Fig. 1: track usage over the die
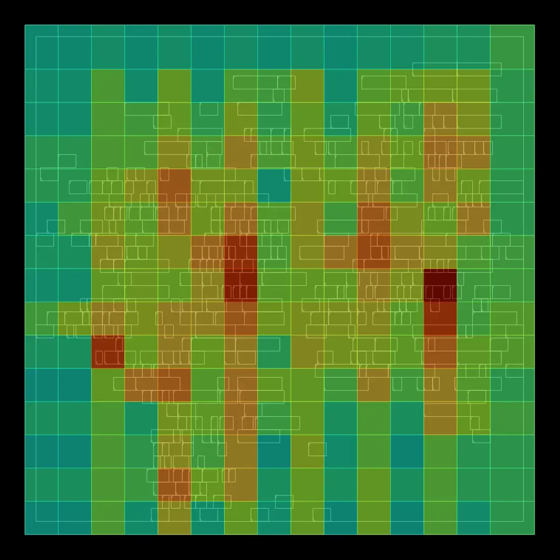
Fig. 2: routed clock nets over the placement
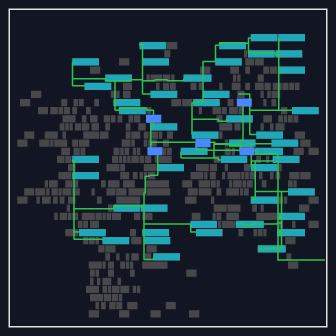
Fig. 3: gate-type map
The bar under the picture is 20 um long.
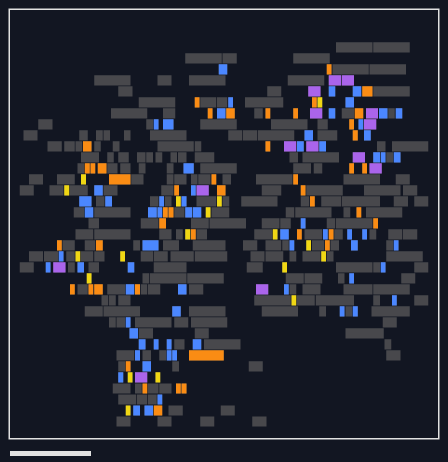
Fig. 4: cells by drive strength
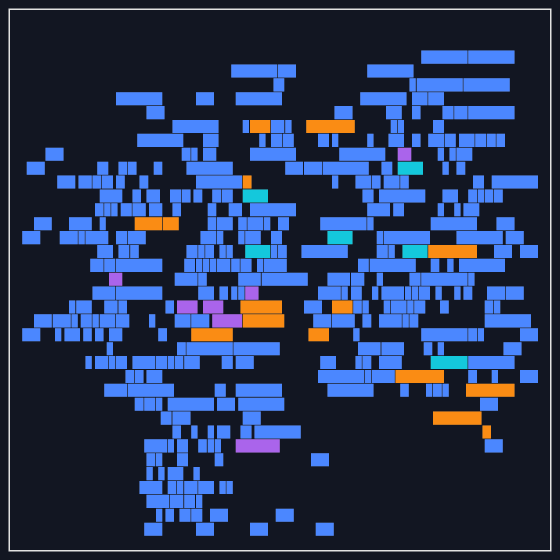
## config.mk

```make
export PLATFORM = sky130hd
export DESIGN_NAME = bcd_count_display_flat
export DESIGN_NICKNAME = d
export VERILOG_FILES = /design/src/rtl/bcd_count_display_if.sv /design/src/rtl/bcd_count_display.sv /design/src/flat_wrapper.sv
export SDC_FILE = /design/constraint.sdc
export NUM_CORES = 1
export LEC_CHECK = 0
export CAP_MARGIN = 40
export CORE_MARGIN = 2
export CORE_UTILIZATION = 30
export CTS_BUF_LIST = sky130_fd_sc_hd__clkbuf_2 sky130_fd_sc_hd__clkbuf_4 sky130_fd_sc_hd__clkbuf_8
export CTS_CLUSTER_SIZE = 40
export DETAILED_ROUTE_END_ITERATION = 16
export GPL_ROUTABILITY_DRIVEN = 0
export HOLD_SLACK_MARGIN = 0.03
export SLEW_MARGIN = 20
export SYNTH_ARGS = -nofsm -noshare
export SYNTH_HDL_FRONTEND = slang
export SYNTH_SLANG_ARGS = --single-unit
```

## constraint.sdc

```tcl
create_clock -name clk -period 4.4 [get_ports clk]
set_input_delay 0.88 -clock clk [delete_from_list [all_inputs] [get_ports clk]]
set_output_delay 0.88 -clock clk [all_outputs]
set_load 0.01 [all_outputs]
```

## src/rtl/bcd_count_display_if.sv

```systemverilog
// Control inputs and count/display outputs of the BCD counter-display block.
// The slave modport is the counter; the master modport is whoever drives it.
interface bcd_count_display_if;
    logic        ce;
    logic        start;
    logic        clr;
    logic        up;
    logic [15:0] count;
    logic        carry;
    logic [6:0]  seg;
    logic        dp;
    logic [3:0]  an;

    modport master (
        output ce, start, clr, up,
        input  count, carry, seg, dp, an
    );

    modport slave (
        input  ce, start, clr, up,
        output count, carry, seg, dp, an
    );
endinterface

```

## src/rtl/bcd_count_display.sv

```systemverilog
// 4-digit BCD up/down counter with run/hold/clear control, driving a
// time-multiplexed active-low common-anode 7-segment display.
module bcd_count_display #(
    parameter int SCAN_DIV = 10000
) (
    input  logic                 clk,
    input  logic                 rst_n,
    bcd_count_display_if.slave   bus
);
    localparam int SW = (SCAN_DIV > 1) ? $clog2(SCAN_DIV) : 1;

    typedef enum logic [1:0] {IDLE, RUN, HOLD} state_t;

    state_t        state, state_nxt;
    logic          start_d;
    logic          start_edge;
    logic [15:0]   count_q, count_nxt;
    logic          carry_q, carry_nxt;
    logic [16:0]   stepped;
    logic [SW-1:0] scan_cnt;
    logic [1:0]    idx, idx_nxt;
    logic          scan_tc;
    logic [6:0]    seg_q;
    logic          dp_q;
    logic [3:0]    an_q;

    // Ripple one BCD step through the digits; bit 16 is the whole-counter wrap.
    function automatic logic [16:0] bcd_step(input logic [15:0] v, input logic up);
        logic [15:0] r;
        logic        cy;
        r  = v;
        cy = 1'b1;
        for (int i = 0; i < 4; i++) begin
            if (cy) begin
                if (up) begin
                    if (v[4*i +: 4] == 4'd9) r[4*i +: 4] = 4'd0;
                    else begin r[4*i +: 4] = v[4*i +: 4] + 4'd1; cy = 1'b0; end
                end else begin
                    if (v[4*i +: 4] == 4'd0) r[4*i +: 4] = 4'd9;
                    else begin r[4*i +: 4] = v[4*i +: 4] - 4'd1; cy = 1'b0; end
                end
            end
        end
        return {cy, r};
    endfunction

    function automatic logic [6:0] seg7(input logic [3:0] d);
        case (d)
            4'd0:    return 7'b1000000;
            4'd1:    return 7'b1111001;
            4'd2:    return 7'b0100100;
            4'd3:    return 7'b0110000;
            4'd4:    return 7'b0011001;
            4'd5:    return 7'b0010010;
            4'd6:    return 7'b0000010;
            4'd7:    return 7'b1111000;
            4'd8:    return 7'b0000000;
            4'd9:    return 7'b0010000;
            default: return 7'b1111111;
        endcase
    endfunction

    assign start_edge = bus.start & ~start_d;
    assign stepped    = bcd_step(count_q, bus.up);

    always_comb begin
        state_nxt = state;
        count_nxt = count_q;
        carry_nxt = 1'b0;
        if (bus.clr) begin
            state_nxt = IDLE;
            count_nxt = 16'h0000;
        end else begin
            case (state)
                IDLE:    if (start_edge) state_nxt = RUN;
                RUN:     if (start_edge) state_nxt = HOLD;
                HOLD:    if (start_edge) state_nxt = RUN;
                default: state_nxt = IDLE;
            endcase
            // Counting keys off the pre-edge state, so the CE that arrives
            // with the IDLE->RUN edge is dropped and the one with RUN->HOLD counts.
            if (state == RUN && bus.ce) begin
                count_nxt = stepped[15:0];
                carry_nxt = stepped[16];
            end
        end
    end

    always_ff @(posedge clk or negedge rst_n) begin
        if (!rst_n) begin
            state   <= IDLE;
            start_d <= 1'b0;
            count_q <= 16'h0000;
            carry_q <= 1'b0;
        end else begin
            state   <= state_nxt;
            start_d <= bus.start;
            count_q <= count_nxt;
            carry_q <= carry_nxt;
        end
    end

    assign scan_tc = (scan_cnt == SW'(SCAN_DIV - 1));
    assign idx_nxt = idx + 2'd1;

    // Anode, segments and DP all load from the new index on one edge, so
    // segment data can never lag the anode.
    always_ff @(posedge clk or negedge rst_n) begin
        if (!rst_n) begin
            scan_cnt <= '0;
            idx      <= 2'd0;
            an_q     <= 4'b1110;
            seg_q    <= 7'b1000000;
            dp_q     <= 1'b1;
        end else if (scan_tc) begin
            scan_cnt <= '0;
            idx      <= idx_nxt;
            an_q     <= ~(4'b0001 << idx_nxt);
            seg_q    <= seg7(count_q[4*idx_nxt +: 4]);
            dp_q     <= ~(state == HOLD && idx_nxt == 2'd0);
        end else begin
            scan_cnt <= scan_cnt + SW'(1);
        end
    end

    assign bus.count = count_q;
    assign bus.carry = carry_q;
    assign bus.seg   = seg_q;
    assign bus.dp    = dp_q;
    assign bus.an    = an_q;
endmodule

```

## src/flat_wrapper.sv

```systemverilog
// flat-port wrapper written by rule: the top's interface ports become plain ports
module bcd_count_display_flat 
#(
    parameter int SCAN_DIV = 10000
)
  (clk, rst_n, bus_ce, bus_start, bus_clr, bus_up, bus_count, bus_carry, bus_seg, bus_dp, bus_an);
  bcd_count_display_if bus_i ();
  input  logic clk;
  input  logic rst_n;
  input wire logic [$bits(bus_i.ce)-1:0] bus_ce;
  input wire logic [$bits(bus_i.start)-1:0] bus_start;
  input wire logic [$bits(bus_i.clr)-1:0] bus_clr;
  input wire logic [$bits(bus_i.up)-1:0] bus_up;
  output wire logic [$bits(bus_i.count)-1:0] bus_count;
  output wire logic [$bits(bus_i.carry)-1:0] bus_carry;
  output wire logic [$bits(bus_i.seg)-1:0] bus_seg;
  output wire logic [$bits(bus_i.dp)-1:0] bus_dp;
  output wire logic [$bits(bus_i.an)-1:0] bus_an;
  assign bus_i.ce = bus_ce;
  assign bus_i.start = bus_start;
  assign bus_i.clr = bus_clr;
  assign bus_i.up = bus_up;
  assign bus_count = bus_i.count;
  assign bus_carry = bus_i.carry;
  assign bus_seg = bus_i.seg;
  assign bus_dp = bus_i.dp;
  assign bus_an = bus_i.an;
  bcd_count_display #(.SCAN_DIV(SCAN_DIV)) u_core (.clk(clk), .rst_n(rst_n), .bus(bus_i));
endmodule
```

==> out/qor.csv <==
stage,metric,value,unit
cts,Worst-path clk slew,90,ps
status,status,"finished, final reports clean",
route,vias per cell,4.91,
route,uppermost layer routed,met4,
timing,Final Hold Fails,0,
setup_path,Top delay family on crit path,simple AND/OR/NAND/NOR gates,
finish,finished layout cell area,0.00364,mm^2
place,final HPWL from detailed placement,4980,um
setup_path,R2R Setup Slk,1780,ps
finish,Flop area,0.00121,mm^2
finish,seq_cells,48,
min_path,worst hold start,u_core.bus.seg[4],
global_route,total gr overflow,0,
run,tool warnings,41,
route,WL final,6910,um
timing,final setup violation count,0,
finish,Comb/total area,47.9,%
synth,asr flop ratio synth,100,%
route,met2 WL,3100,um
timing,Max Fclk,360,MHz
synth,syn nets,368,
timing,Fin Setup TNS,0,ps
synth,syn avg cell area,9.14,um^2
synth,post-synthesis xor/xnor area fraction,3.95,%
place,Buffers on Ports,34,
global_route,number of global-route vias before repair,2338,
floorplanning,die width,106,um
run,number of max-cap violations,0,
finish,MI comb cells,257,
setup_path,Critical Path AT,2980,ps
cts,# clock sinks,48,
finish,Layout clock area frac,2.44,%
power_and_ir_drop,power share of the sequential group,57.0,%
finish,Top Layout Cells,"43 x dfrtp_1, 34 x nor2_1, 33 x clkdlybuf4s50_1",
place,"worst slack, placed",1330,ps
synth,# Cells Yosys,340,
finish,share of cells above drive strength 1,7.63,%
setup_path,Worst R2R Path Depth,7,
setup_path,CP max FO,14,
synth,Post-Synth AOI/OAI Area,15.7,%
cts,Setup Buffers After CTS,0,
floorplanning,number of cell rows,37,
synth,post-synthesis cell area,0.00311,mm^2
setup_path,Setup crit end,u_core.bus.carry,
global_route,GRT met1 Usage,18.1,%
finish,NonClk Buf Share,9.97,%
synth,cell count after synthesis,340,
floorplanning,die area,0.0112,mm^2
timing,max-slew violations,0,
finish,Seq area share,33.2,%
timing,Tightest Pin Transition,834,ps
synth,ys flop type,dfrtp_1,
synth,yosys synthesis chip area,0.00311,mm^2
setup_path,FF-to-FF Start,u_core.idx[0],
min_path,Hold EP,u_core.bus.seg[4],
setup_path,Worst Path Buf+Inv,1,
setup_path,Crit. Startpoint,bus_up,
timing,Final WS setup,1620,ps
route,Antenna Nets Post-Route,0,
setup_path,critical path depth in cells,6,
synth,number of synthesized flops with an enable pin,0,
global_route,largest net degree at the start of global routing,33,
global_route,global-route wire length before repair,11800,um
setup_path,Setup crit end kind,register,
route,wire length on met1,3520,um
synth,post-synthesis cell type count,55,
floorplanning,core area,0.0102,mm^2
power_and_ir_drop,P_seq,0.452,mW
finish,max reg flops,16,
synth,fa+ha+maj area frac,8.86,%
route,TritonRoute pass-1 iters,4,
power_and_ir_drop,combinational power,0.0729,mW
finish,Biggest Area Class,logic gates,
floorplanning,Well-Tap Cells,136,
synth,total number of yosys warnings,0,
cts,TritonCTS clock tree,done,
finish,diodes inserted,0,
setup_path,Reg2Reg Capture Point,u_core.bus.seg[5],
power_and_ir_drop,Comb power frac,9.2,%
synth,Post-synth regs,48,
synth,"Seq/Total Area, Yosys",38.8,%
power_and_ir_drop,P_sw,0.193,mW
cts,Post-CTS Hold Buffers,0,
power_and_ir_drop,worst vdd ir,0.000140,V
finish,# clk buffers,7,
finish,Inverters,18,
route,met3 WL,240,um
floorplanning,# IOs,35,
place,"Cell Area, Placed",0.00355,mm^2
power_and_ir_drop,Power Total,0.793,mW
timing,RSZ-0062 raised after global routing,no,
finish,final core occ,35.7,%
## Picture notes: Fig. 1
M3 GR Usage: 2.10%
grt peak-use layer: met2
GRT Util Overall: 12.7%
met2 usage: 20.5%
per-cell routed wire length: 13.7 um

## Picture notes: Fig. 2
clock wires: marked green, length 648 um. flip-flops: marked cyan, count 48. clock-net drivers: marked blue, count 5.
There are 6 routed clock nets.
Late-Pin Clk Latency: 290 ps
clock share of power: 33.8%
Final Skew: 8.47 ps
clk pwr: 0.268 mW

## Picture notes: Fig. 3
inv cells: marked yellow, cells 18, most used inv_1. nand cells: marked blue, cells 67, most used nand2_1. nor cells: marked orange, cells 46, most used nor2_1. xor and xnor cells: marked purple, cells 14.

## Picture notes: Fig. 4
x3 and x4: marked purple, cells 7, most used clkbuf_4. x1 and smaller: marked blue, cells 339, most used dfrtp_1. x6 and larger: marked cyan, cells 6, most used clkbuf_8. x2: marked orange, cells 15, most used dfstp_2.

cells by family (layout without fill, tap and decap cells):
group                      after synthesis  in the layout
xor gates and xnor gates                14             14
AOI/OAI and AO/OA                       78             78
adders and majority gates               22             22
buffers and inverters                   35             62
muxes                                   13             13
DFF                                     48             48
and+or+nand+nor                        130            130
Yosys cell counts, drive strengths merged (7+ instances only):
master  instances  area (um^2)
ha             22          275
o21ai          26          130
a21oi          19          106
xor2            7         61.3
nand3          15         75.1
dfrtp          43         1080
inv            18         67.6
nor2           34          128
nand2          31          124
mux2i           7         70.1
nand2b         11         68.8
nand4           7         43.8
xnor2           7         61.3
clkbuf         12         45.0
Power is estimated from default activity; no workload was simulated.
